layers.png
Two of the layers only.
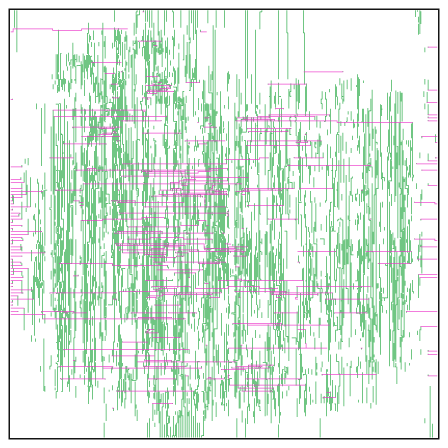
congestion_map.png
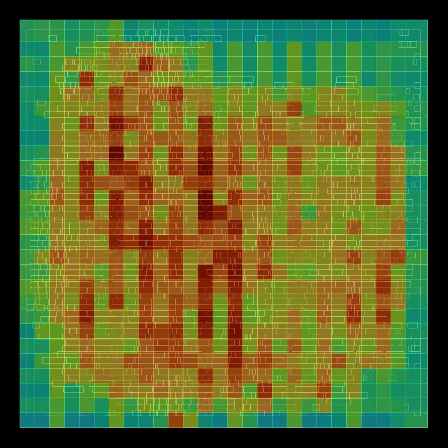
m1.png
Bar = 50 um. Supply wires on this layer in grey. Cells faint in the background.
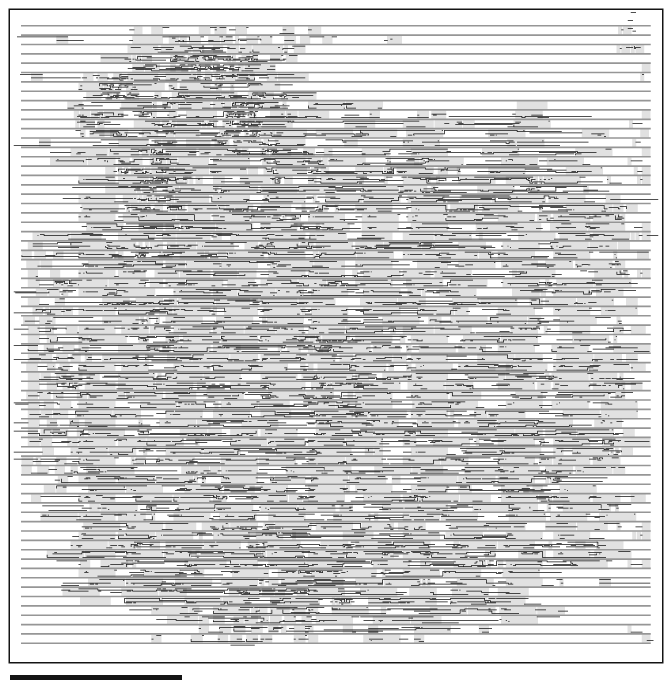
===== config.mk =====
export PLATFORM = sky130hd
export DESIGN_NAME = mem_trace_monitor
export DESIGN_NICKNAME = d
export VERILOG_FILES = /design/src/rtl/mem_trace_pkg.sv /design/src/rtl/trace_fifo.sv /design/src/rtl/mem_trace_monitor.sv
export SDC_FILE = /design/constraint.sdc
export NUM_CORES = 1
export LEC_CHECK = 0
export CAP_MARGIN = 5
export CORE_MARGIN = 3
export CORE_UTILIZATION = 50
export CTS_CLUSTER_DIAMETER = 40
export DETAILED_ROUTE_END_ITERATION = 8
export GPL_TIMING_DRIVEN = 0
export PLACE_DENSITY = 0.73
export SYNTH_ARGS = -nofsm -noshare
export SYNTH_HDL_FRONTEND = slang
export SYNTH_HIERARCHICAL = 1
export SYNTH_SLANG_ARGS = --single-unit

===== constraint.sdc =====
create_clock -name clk -period 3.8 [get_ports clk]
set_input_delay 0.38 -clock clk [delete_from_list [all_inputs] [get_ports clk]]
set_output_delay 0.38 -clock clk [all_outputs]
set_load 0.05 [all_outputs]

===== src/rtl/mem_trace_pkg.sv =====
// Shared types and constants for the memory-write trace monitor.
package mem_trace_pkg;

  typedef enum logic [1:0] {
    IDLE    = 2'd0,
    ARMED   = 2'd1,
    CAPTURE = 2'd2,
    DONE    = 2'd3
  } state_t;

  localparam logic [7:0] DROP_MAX = 8'd255;

  // Width of one packed trace entry {ts, adr, data}; ts only when timestamps are built in.
  function automatic int entry_width(input int aw, input int dw, input int tw, input bit with_ts);
    return aw + dw + (with_ts ? tw : 0);
  endfunction

endpackage


===== src/rtl/trace_fifo.sv =====
// Show-ahead ring buffer: head word is presented from the storage array, zero when empty.
module trace_fifo #(
  parameter int DEPTH = 16,
  parameter int WIDTH = 24
) (
  input  logic                       clk,
  input  logic                       rst_n,
  input  logic                       flush_i,
  input  logic                       push_i,
  input  logic                       pop_i,
  input  logic [WIDTH-1:0]           din_i,
  output logic [WIDTH-1:0]           dout_o,
  output logic [$clog2(DEPTH+1)-1:0] level_o,
  output logic                       full_o,
  output logic                       empty_o
);

  localparam int PW = $clog2(DEPTH);
  localparam int LW = $clog2(DEPTH+1);

  logic [WIDTH-1:0] mem_q [DEPTH];
  logic [PW-1:0]    wr_ptr_q, rd_ptr_q;
  logic [LW-1:0]    level_q;
  logic             do_push, do_pop;

  assign empty_o = (level_q == '0);
  assign full_o  = (level_q == LW'(DEPTH));
  assign do_pop  = pop_i && !empty_o;
  // At full a push only fits when the head leaves on the same edge.
  assign do_push = push_i && (!full_o || do_pop);

  always_ff @(posedge clk) begin
    if (do_push && !flush_i) mem_q[wr_ptr_q] <= din_i;
  end

  always_ff @(posedge clk or negedge rst_n) begin
    if (!rst_n) begin
      wr_ptr_q <= '0;
      rd_ptr_q <= '0;
      level_q  <= '0;
    end else if (flush_i) begin
      wr_ptr_q <= '0;
      rd_ptr_q <= '0;
      level_q  <= '0;
    end else begin
      if (do_push) wr_ptr_q <= wr_ptr_q + PW'(1);
      if (do_pop)  rd_ptr_q <= rd_ptr_q + PW'(1);
      if (do_push && !do_pop)      level_q <= level_q + LW'(1);
      else if (do_pop && !do_push) level_q <= level_q - LW'(1);
    end
  end

  assign dout_o  = empty_o ? '0 : mem_q[rd_ptr_q];
  assign level_o = level_q;

endmodule


===== src/rtl/mem_trace_monitor.sv =====
// Bus monitor capturing triggered memory writes into a drainable trace buffer.
// Define TRACE_TIMESTAMP_EN to store a free-running cycle stamp with every entry.
module mem_trace_monitor
  import mem_trace_pkg::*;
#(
  parameter int ADDR_W = 16,
  parameter int DATA_W = 8,
  parameter int DEPTH  = 16,
  parameter int TS_W   = 16
) (
  input  logic                       clk,
  input  logic                       reset,
  input  logic                       arm,
  input  logic [ADDR_W-1:0]          bus_adr,
  input  logic [DATA_W-1:0]          bus_data,
  input  logic                       bus_we,
  input  logic [ADDR_W-1:0]          trg_adr,
  input  logic [ADDR_W-1:0]          trg_mask,
  input  logic [ADDR_W-1:0]          halt_adr,
  output logic                       rd_valid,
  input  logic                       rd_ready,
  output logic [ADDR_W-1:0]          rd_adr,
  output logic [DATA_W-1:0]          rd_data,
  output logic [TS_W-1:0]            rd_ts,
  output logic [$clog2(DEPTH+1)-1:0] level,
  output logic                       overflow,
  output logic [1:0]                 state,
  output logic [7:0]                 drop_cnt
);

`ifdef TRACE_TIMESTAMP_EN
  localparam int ENTRY_W = entry_width(ADDR_W, DATA_W, TS_W, 1'b1);
`else
  localparam int ENTRY_W = entry_width(ADDR_W, DATA_W, TS_W, 1'b0);
`endif

  state_t             state_q, state_d;
  logic               push, flush, full, empty, pop_ok, drop;
  logic               trig_hit, halt_hit;
  logic               overflow_q;
  logic [7:0]         drop_cnt_q;
  logic [ENTRY_W-1:0] push_entry, head_entry;

  assign trig_hit = ((bus_adr & trg_mask) == (trg_adr & trg_mask));
  assign halt_hit = (bus_adr == halt_adr);

  always_comb begin
    state_d = state_q;
    push    = 1'b0;
    flush   = 1'b0;
    unique case (state_q)
      IDLE, DONE: begin
        if (arm) begin
          flush   = 1'b1;
          state_d = ARMED;
        end
      end
      ARMED: begin
        // A flush beats a coincident trigger write.
        if (arm) begin
          flush = 1'b1;
        end else if (bus_we && trig_hit) begin
          push    = 1'b1;
          state_d = halt_hit ? DONE : CAPTURE;
        end
      end
      CAPTURE: begin
        if (bus_we) begin
          push = 1'b1;
          if (halt_hit) state_d = DONE;
        end
      end
      default: state_d = IDLE;
    endcase
  end

  always_ff @(posedge clk or negedge reset) begin
    if (!reset) state_q <= IDLE;
    else        state_q <= state_d;
  end

  assign pop_ok = rd_ready && !empty;
  assign drop   = push && full && !pop_ok;

  always_ff @(posedge clk or negedge reset) begin
    if (!reset) begin
      overflow_q <= 1'b0;
      drop_cnt_q <= 8'd0;
    end else if (flush) begin
      overflow_q <= 1'b0;
      drop_cnt_q <= 8'd0;
    end else if (drop) begin
      overflow_q <= 1'b1;
      if (drop_cnt_q != DROP_MAX) drop_cnt_q <= drop_cnt_q + 8'd1;
    end
  end

`ifdef TRACE_TIMESTAMP_EN
  logic [TS_W-1:0] ts_q;

  always_ff @(posedge clk or negedge reset) begin
    if (!reset) ts_q <= '0;
    else        ts_q <= ts_q + TS_W'(1);
  end

  assign push_entry = {ts_q, bus_adr, bus_data};
  assign rd_ts      = head_entry[ADDR_W+DATA_W +: TS_W];
`else
  assign push_entry = {bus_adr, bus_data};
  assign rd_ts      = '0;
`endif

  trace_fifo #(
    .DEPTH (DEPTH),
    .WIDTH (ENTRY_W)
  ) u_fifo (
    .clk     (clk),
    .rst_n   (reset),
    .flush_i (flush),
    .push_i  (push),
    .pop_i   (rd_ready),
    .din_i   (push_entry),
    .dout_o  (head_entry),
    .level_o (level),
    .full_o  (full),
    .empty_o (empty)
  );

  assign rd_valid = !empty;
  assign rd_adr   = head_entry[DATA_W +: ADDR_W];
  assign rd_data  = head_entry[DATA_W-1:0];
  assign overflow = overflow_q;
  assign drop_cnt = drop_cnt_q;
  assign state    = state_q;

endmodule


==> flow_summary.yaml <==
# synthesis and place-and-route metrics
outcome:
  status: "finished clean"
clocking:
  clock_tree_from_tritoncts: "yes"
  post_cts_resize_count: 53
  cts_buffers: 49
route:
  detail-route-antenna-nets: 0
  m1WireLength_mm: 16.7
  drt_iter0_markers: 883
  top_signal_layer_used: "met4"
  drt_wl_total_mm: 42.0
  wl_met3_mm: 3.55
  drt_pre_antenna_iters: 5
sta:
  period_needed_ns: 3.75
  report.final.hold_viol_count: 0
  final.hold.worst_slack_ns: 0.322
  totalNegativeSetupSlack_ns: 0
job:
  number_of_warnings_in_the_stage_logs: 33
setup_path:
  crit_path_cell_trace: "clkbuf_1 -> inv_1 -> a21oi_2 -> clkbuf_2 -> nand2_1 -> o221ai_1 -> clkdlybuf4s50_1"
  worst_path_dominant_cell_family: "buffers and inverters"
  slowest_delay_ns: 0.83
  critPathRequiredTime_ns: 3.42
  critPathMaxFanout: 10
synthesis:
  synth.cells.most_frequent: "sky130_fd_sc_hd__edfxtp_1 (384), sky130_fd_sc_hd__mux4_2 (96), sky130_fd_sc_hd__inv_1 (62), sky130_fd_sc_hd__nand2_1 (43), sky130_fd_sc_hd__nor2_1 (26)"
  mean_instance_size_in_the_synthesized_netlist_um2: 18.8
  synthTopCellsByArea: "sky130_fd_sc_hd__edfxtp_1 (68%), sky130_fd_sc_hd__mux4_2 (13%), sky130_fd_sc_hd__dfrtp_1 (3.6%)"
  yosys.cell_count.top_type: "sky130_fd_sc_hd__edfxtp_1"
  synth-main-ff-cell: "sky130_fd_sc_hd__edfxtp_1"
final_layout:
  sequential_cell_total: 408
  nonClockBufferCount: 199
  register_name_with_the_most_flops: "u_fifo/mem_q"
  largest_cell_class_by_area: "sequential cells"
  most-common-layout-cells: "sky130_fd_sc_hd__edfxtp_1 (384), sky130_fd_sc_hd__mux4_2 (96), sky130_fd_sc_hd__clkdlybuf4s50_1 (81)"
pwr:
  sequentialPowerShare_pct: 37.7
  internal_power_mw: 9.08
  comb_cell_power_mw: 4.01
  vdd.ir_drop.worst_mv: 0.355
floorplanning:
  design.die.area_um2: 35900
hold_path:
  worst_hold_path_type: "in2reg"
-- layers.png (at the start) --
layer	colour	wire length
M3	magenta	3,550 um
M2	green	20.5 mm

-- congestion_map.png (at the start) --
GR Util met2: 37.9%
overall routing resource usage: 23.5%
met1 Use GR: 32.9%
busiest layer in global routing: met2
Finished Core Util: 63.6%

-- m1.png (at the start) --
main direction	horizontal
nets with wire on the layer	1,124
share of all routed wire	40%

Power figures rest on the tool's default switching activity, not on a simulated workload.
